===== config.mk =====
export PLATFORM = sky130hd
export DESIGN_NAME = fios_casc_sched_flat
export DESIGN_NICKNAME = d
export VERILOG_FILES = /design/src/rtl/fios_casc_sched_if.sv /design/src/rtl/fios_casc_sched.sv /design/src/flat_wrapper.sv
export SDC_FILE = /design/constraint.sdc
export NUM_CORES = 1
export LEC_CHECK = 0
export ABC_CLOCK_PERIOD_IN_PS = 2000
export CAP_MARGIN = 20
export CORE_MARGIN = 4
export CORE_UTILIZATION = 35
export CTS_CLUSTER_DIAMETER = 80
export DETAILED_ROUTE_END_ITERATION = 8
export REMOVE_ABC_BUFFERS = 1
export SLEW_MARGIN = 25
export SYNTH_ARGS = -nofsm -noshare
export SYNTH_HDL_FRONTEND = slang
export SYNTH_SLANG_ARGS = --single-unit
export TNS_END_PERCENT = 50

===== constraint.sdc =====
create_clock -name clock_i -period 2 [get_ports clock_i]
set_clock_uncertainty 0.15 [all_clocks]
set_input_delay 0.2 -clock clock_i [delete_from_list [all_inputs] [get_ports clock_i]]
set_output_delay 0.2 -clock clock_i [all_outputs]
set_load 0.01 [all_outputs]

===== src/rtl/fios_casc_sched_if.sv =====
// Handshake and operand-select bundle between the FIOS scheduler and its users.
// master: scheduler side (drives everything except start_i); slave: consumer side.
// Optional macro FIOS_SCHED_CYCCNT_EN adds cyc_cnt_o.
interface fios_casc_sched_if #(
    parameter int WORD_COUNT = 8
);
    localparam int IDXW = (WORD_COUNT > 1) ? $clog2(WORD_COUNT) : 1;

    logic            start_i;
    logic            busy_o;
    logic            done_o;
    logic [IDXW-1:0] i_idx_o;
    logic [IDXW-1:0] j_idx_o;
    logic [1:0]      op_sel_o;
    logic            op_valid_o;
    logic            m_capture_o;
    logic [6:0]      opmode_o;
    logic            creg_en_o;
`ifdef FIOS_SCHED_CYCCNT_EN
    logic [15:0]     cyc_cnt_o;
`endif

    modport master (
        input  start_i,
        output busy_o, done_o, i_idx_o, j_idx_o,
        output op_sel_o, op_valid_o, m_capture_o,
        output opmode_o, creg_en_o
`ifdef FIOS_SCHED_CYCCNT_EN
        , output cyc_cnt_o
`endif
    );

    modport slave (
        output start_i,
        input  busy_o, done_o, i_idx_o, j_idx_o,
        input  op_sel_o, op_valid_o, m_capture_o,
        input  opmode_o, creg_en_o
`ifdef FIOS_SCHED_CYCCNT_EN
        , input cyc_cnt_o
`endif
    );
endinterface


===== src/rtl/fios_casc_sched.sv =====
// Sequencer for a cascaded 17x17 DSP column running a FIOS Montgomery product.
// Ports: clock_i, reset_n_i (async, active low), bus (fios_casc_sched_if.master):
//   start_i in; busy_o/done_o status; i_idx_o/j_idx_o/op_sel_o/op_valid_o operand
//   selects; m_capture_o; opmode_o/creg_en_o skewed to the slice pipeline.
// Optional macro FIOS_SCHED_CYCCNT_EN adds a saturating busy-cycle counter cyc_cnt_o.
module fios_casc_sched #(
    parameter int WORD_COUNT = 8,
    parameter int ABREG      = 1,
    parameter int MREG       = 1,
    parameter int CREG       = 1
) (
    input  logic                   clock_i,
    input  logic                   reset_n_i,
    fios_casc_sched_if.master      bus
);
    localparam int DSP_REG_LEVEL = 1 + ABREG + MREG;
    localparam int IDXW = (WORD_COUNT > 1) ? $clog2(WORD_COUNT) : 1;
    localparam int DLY  = ABREG + MREG;
    // C register sits CREG stages closer to the adder than A/B -> M
    localparam int CTAP = (DLY > CREG) ? DLY - CREG : 0;

    localparam logic [IDXW-1:0] LAST  = IDXW'(WORD_COUNT - 1);
    localparam logic [1:0]      WLAST = 2'(DSP_REG_LEVEL);

    localparam logic [6:0] OPM_MC   = 7'b0110101;
    localparam logic [6:0] OPM_MP   = 7'b1010101;
    localparam logic [6:0] OPM_M    = 7'b0000101;

    typedef enum logic [2:0] {
        S_IDLE, S_MULT, S_MCALC, S_WAIT_M, S_RED, S_DRAIN, S_DONE
    } state_t;

    typedef struct packed {
        logic [6:0] opmode;
        logic       creg_en;
    } dl_t;

    state_t          state_q, state_d;
    logic [IDXW-1:0] i_q, i_d;
    logic [IDXW-1:0] j_q, j_d;
    logic [1:0]      w_q, w_d;
    logic            busy_q, busy_d;
    logic            done_q, done_d;
    logic [1:0]      sel_q, sel_d;
    logic            valid_q, valid_d;
    logic            mcap_q, mcap_d;
    dl_t             dl_q [DLY+1];
    dl_t             dl_d [DLY+1];

    always_comb begin
        state_d = state_q;
        i_d     = i_q;
        j_d     = j_q;
        w_d     = w_q;
        unique case (state_q)
            S_IDLE: if (bus.start_i) begin
                state_d = S_MULT;
                i_d     = '0;
                j_d     = '0;
            end
            S_MULT: if (j_q == LAST) begin
                state_d = S_MCALC;
                j_d     = '0;
            end else begin
                j_d = j_q + 1'b1;
            end
            S_MCALC: begin
                state_d = S_WAIT_M;
                w_d     = '0;
            end
            S_WAIT_M: if (w_q == WLAST) begin
                state_d = S_RED;
                j_d     = '0;
            end else begin
                w_d = w_q + 1'b1;
            end
            S_RED: if (j_q == LAST) begin
                j_d = '0;
                if (i_q == LAST) begin
                    state_d = S_DRAIN;
                    w_d     = '0;
                end else begin
                    state_d = S_MULT;
                    i_d     = i_q + 1'b1;
                end
            end else begin
                j_d = j_q + 1'b1;
            end
            S_DRAIN: if (w_q == WLAST) begin
                state_d = S_DONE;
            end else begin
                w_d = w_q + 1'b1;
            end
            S_DONE: begin
                state_d = S_IDLE;
                i_d     = '0;
            end
            default: state_d = S_IDLE;
        endcase

        // Outputs are decoded from the next state so they leave a flop
        busy_d    = (state_d != S_IDLE);
        done_d    = (state_d == S_DONE);
        mcap_d    = (state_d == S_WAIT_M) && (w_d == WLAST);
        valid_d   = 1'b0;
        sel_d     = 2'b11;
        dl_d[0]   = '0;
        unique case (state_d)
            S_MULT, S_RED: begin
                valid_d           = 1'b1;
                sel_d             = (state_d == S_MULT) ? 2'b00 : 2'b10;
                dl_d[0].opmode    = (j_d == '0) ? OPM_MC : OPM_MP;
                dl_d[0].creg_en   = (j_d == '0);
            end
            S_MCALC: begin
                valid_d        = 1'b1;
                sel_d          = 2'b01;
                dl_d[0].opmode = OPM_M;
            end
            default: ;
        endcase
        for (int k = 1; k <= DLY; k++) begin
            dl_d[k] = dl_q[k-1];
        end
    end

    always_ff @(posedge clock_i or negedge reset_n_i) begin
        if (!reset_n_i) begin
            state_q <= S_IDLE;
            i_q     <= '0;
            j_q     <= '0;
            w_q     <= '0;
            busy_q  <= 1'b0;
            done_q  <= 1'b0;
            sel_q   <= 2'b00;
            valid_q <= 1'b0;
            mcap_q  <= 1'b0;
            for (int k = 0; k <= DLY; k++) begin
                dl_q[k] <= '0;
            end
        end else begin
            state_q <= state_d;
            i_q     <= i_d;
            j_q     <= j_d;
            w_q     <= w_d;
            busy_q  <= busy_d;
            done_q  <= done_d;
            sel_q   <= sel_d;
            valid_q <= valid_d;
            mcap_q  <= mcap_d;
            for (int k = 0; k <= DLY; k++) begin
                dl_q[k] <= dl_d[k];
            end
        end
    end

    assign bus.busy_o      = busy_q;
    assign bus.done_o      = done_q;
    assign bus.i_idx_o     = i_q;
    assign bus.j_idx_o     = j_q;
    assign bus.op_sel_o    = sel_q;
    assign bus.op_valid_o  = valid_q;
    assign bus.m_capture_o = mcap_q;
    assign bus.opmode_o    = dl_q[DLY].opmode;
    assign bus.creg_en_o   = dl_q[CTAP].creg_en;

`ifdef FIOS_SCHED_CYCCNT_EN
    logic [15:0] cnt_q, cnt_d;

    // Counts busy cycles up to DONE, then holds until the next start
    always_comb begin
        cnt_d = cnt_q;
        if (state_q == S_IDLE) begin
            if (bus.start_i) cnt_d = '0;
        end else if (state_q != S_DONE && cnt_q != 16'hFFFF) begin
            cnt_d = cnt_q + 16'd1;
        end
    end

    always_ff @(posedge clock_i or negedge reset_n_i) begin
        if (!reset_n_i) cnt_q <= '0;
        else            cnt_q <= cnt_d;
    end

    assign bus.cyc_cnt_o = cnt_q;
`endif
endmodule

===== src/flat_wrapper.sv =====
// flat-port wrapper written by rule: the top's interface ports become plain ports
module fios_casc_sched_flat 
#(
    parameter int WORD_COUNT = 8,
    parameter int ABREG      = 1,
    parameter int MREG       = 1,
    parameter int CREG       = 1
)
  (clock_i, reset_n_i, bus_start_i, bus_busy_o, bus_done_o, bus_i_idx_o, bus_j_idx_o, bus_op_sel_o, bus_op_valid_o, bus_m_capture_o, bus_opmode_o, bus_creg_en_o);
  fios_casc_sched_if #(.WORD_COUNT(WORD_COUNT)) bus_i ();
  input  logic clock_i;
  input  logic reset_n_i;
  input wire logic [$bits(bus_i.start_i)-1:0] bus_start_i;
  output wire logic [$bits(bus_i.busy_o)-1:0] bus_busy_o;
  output wire logic [$bits(bus_i.done_o)-1:0] bus_done_o;
  output wire logic [$bits(bus_i.i_idx_o)-1:0] bus_i_idx_o;
  output wire logic [$bits(bus_i.j_idx_o)-1:0] bus_j_idx_o;
  output wire logic [$bits(bus_i.op_sel_o)-1:0] bus_op_sel_o;
  output wire logic [$bits(bus_i.op_valid_o)-1:0] bus_op_valid_o;
  output wire logic [$bits(bus_i.m_capture_o)-1:0] bus_m_capture_o;
  output wire logic [$bits(bus_i.opmode_o)-1:0] bus_opmode_o;
  output wire logic [$bits(bus_i.creg_en_o)-1:0] bus_creg_en_o;
  assign bus_i.start_i = bus_start_i;
  assign bus_busy_o = bus_i.busy_o;
  assign bus_done_o = bus_i.done_o;
  assign bus_i_idx_o = bus_i.i_idx_o;
  assign bus_j_idx_o = bus_i.j_idx_o;
  assign bus_op_sel_o = bus_i.op_sel_o;
  assign bus_op_valid_o = bus_i.op_valid_o;
  assign bus_m_capture_o = bus_i.m_capture_o;
  assign bus_opmode_o = bus_i.opmode_o;
  assign bus_creg_en_o = bus_i.creg_en_o;
  fios_casc_sched #(.WORD_COUNT(WORD_COUNT), .ABREG(ABREG), .MREG(MREG), .CREG(CREG)) u_core (.clock_i(clock_i), .reset_n_i(reset_n_i), .bus(bus_i));
endmodule

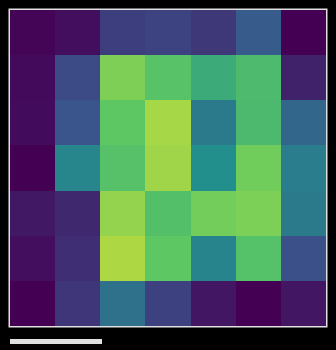
Fig. 1. Local utilization.
Bar = 20 um. The die is cut into 7 by 7 equal tiles; dark purple is low, yellow is high, 0 to 100% covered.
16% of the tiles are over 75% full. The fullest tile reaches 87%. The mean over all tiles is 39%. The densest ninth of the die: middle. 10% of the tiles are nearly empty.
floorplan-stage core utilization: 0.375
fin util: 0.546
Core Area: 0.00344 sq mm

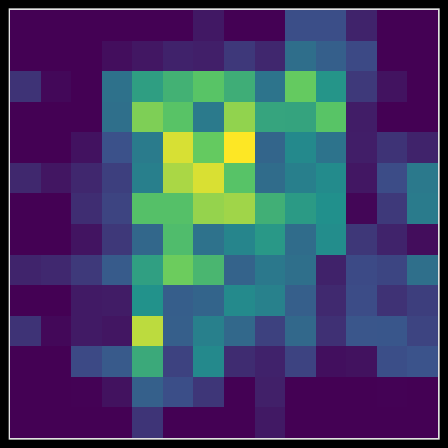
Fig. 2. Wiring heat map.
The die is cut into 14 by 14 equal tiles; dark purple is low, yellow is high, scaled to the fullest tile. Values are wire area over tile area, all layers added.
28% of the tiles are nearly empty. 16% of the tiles are over half the peak. The densest ninth of the die: middle.
Avg WL per Cell: 12.6 um
GRT Resource Usage Total: 0.132

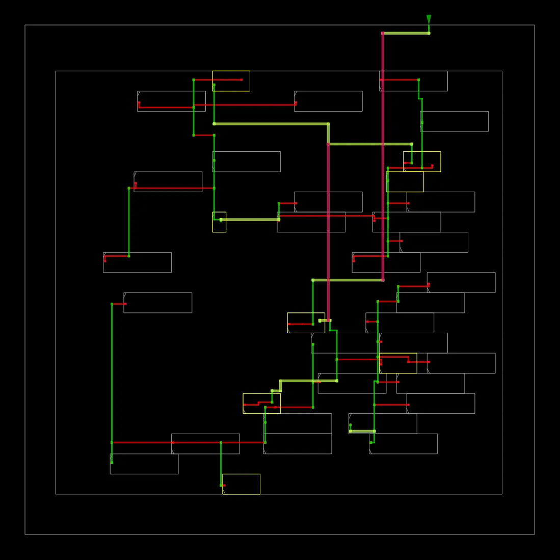
Fig. 3. Clock routing.
Num CTS Buffers: 5
Clock buffer cells: 7

==> out/metrics.yaml <==
power_switching_mw: 0.235
top_usage_layer: "met2"
fin_crit_ns: 2.00
max_cap_violations: 0
gp_congestion: 0.835
ys_seq_elements: 29
fmax_ghz: 0.500
hold_violations: 0
ir_worst_vdd_mv: 0.193
path_cells: "ha_4 > buf_6 > ha_4 > nor3b_4 > o22ai_2 > nor3_2 > mux2_4 > inv_4 > o21ai_2"
postRouteWirelength_um: 2630
dieArea_sq_mm: 0.00473
largest_class: "flip-flops and latches"
ys_sh_xor: 0.00678
firstDrtPassIters: 4
pre_cts_slack_ns: -0.131
n_all_buffers: 46
p_int_mw: 0.903
synth_cells: 113
cts.repair.resized: 10
finalPower_mw: 1.14
grt.met3_usage: 0.0389
drc: 0
grt_pass1_wl_um: 4450
ctsHoldBuffers: 0
seq-power_mw: 0.587
clk-power_mw: 0.531
r2r_slack_ns: -0.0009
nonClockInverterCount: 6
antenna_found_initial: 0
adder_share: 0.0484
nets: 170
cp_common_cell: "ha_4"
critical_path.slowest_cell: "dfrtp_1"
synth_simple_gate_area_share: 0.160
endpoint: "u_core.bus.op_valid_o"
run_status: "finished with violations"
area_leaders: "dfrtp_1, ha_1, nand2_1"
logic_gates: 74
final.setup.tns_ns: -0.000903
placed_cells: 195
seq_cell_count: 29
setup_slack_ns: -0.000903
most_common_cell: "dfrtp_1"
root_buffer: "clkbuf_8"
drv_slew: 0
r2r-end: "u_core.bus.op_valid_o"
edf_count: 0
yosys_area_sq_mm: 0.00129
critPathMaxFanout: 4
pwr-share-seq: 0.516
logic_area_sq_um: 571
ioPinCount: 23
mostFrequentLayoutCell: "dfrtp_1"
top_logic_kind: "simple AND/OR/NAND/NOR gates"
yosys_cells: 113
drive_gt1_frac: 0.331
crit_path_start: "u_core.bus.j_idx_o[0]"
yosys_warnings: 0
grt-ovfl-total: 0
htreeDepth: 2
fill_cells: 301
final_cell_mix: "dfrtp_1, buf_4, clkdlybuf4s50_1"
grt_max_degree: 30
violations: "setup timing"
power.share.clock: 0.467
ys_seq_frac: 0.561
setup_viol: 1
finalCritPeriodShare: 1.00
area_growth_pct: 45.4
clk_path_buf_depth: 2
comb-power_mw: 0.0200
comb_area_frac: 0.304
clk_latency_ns: 0.28
warnings: 27
drt-initial-drc-count: 49
grt_pass1_vias: 990
cp_top_family: "flip-flops"
yosysTopAreaCell: "dfrtp_1"
async_reset_ff_frac: 1.00
top_area_frac: 0.561
crit_path_start_kind: "flip-flop"
dpl.hpwl_um: 1880
synthFlopType: "dfrtp_1"
rsz0062_at_grt: "yes"
vias: 994
synth.distinct_cells: 37
whs_ns: 0.156
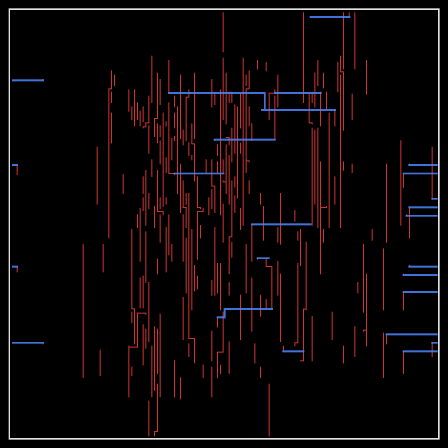
Fig. 4. Metal layers overlaid.
Two of the layers only.
Blue stands for metal 3, wire length 144 um. Red stands for metal 2, wire length 1,300 um.

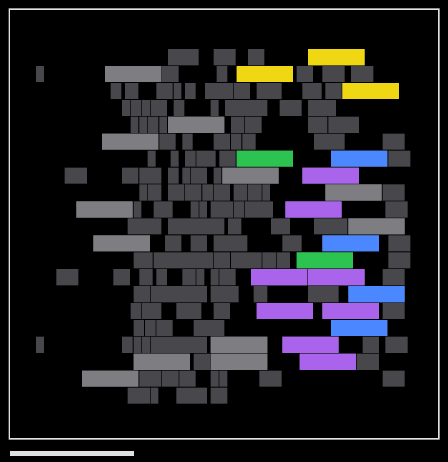
Fig. 5. Sequential cells coloured by netlist name.
Bar = 20 um. Other sequential cells in the stronger grey, the rest of the logic in the fainter grey.
Green stands for `u_core.bus.op_sel_o`, placed flops 2. Blue stands for `u_core.bus.opmode_o`, placed flops 4. Purple stands for `u_core.dl_d`, placed flops 8. Yellow stands for `u_core.bus.i_idx_o`, placed flops 3.

[sequential cells by signal, summed over array words and instances, names as in the netlist]
| signal | count |
|---|---|
| u_core.bus.op_valid_o | 1 |
| u_core.dl_d | 8 |
| u_core.bus.opmode_o | 4 |
| u_core.bus.done_o | 1 |
| u_core.bus.op_sel_o | 2 |
| u_core.bus.m_capture_o | 1 |
| u_core.bus.j_idx_o | 3 |
| u_core.bus.i_idx_o | 3 |
| u_core.w_q | 2 |
| u_core.bus.busy_o | 1 |
| u_core.state_q | 3 |
[routing by layer]
metal  vias up  share of wire
met2        31           0.49
met3         4          0.055
met1       480           0.43
li1        479              -
met5         -              0
met4         0          0.022
Power figures rest on the tool's default switching activity, not on a simulated workload.
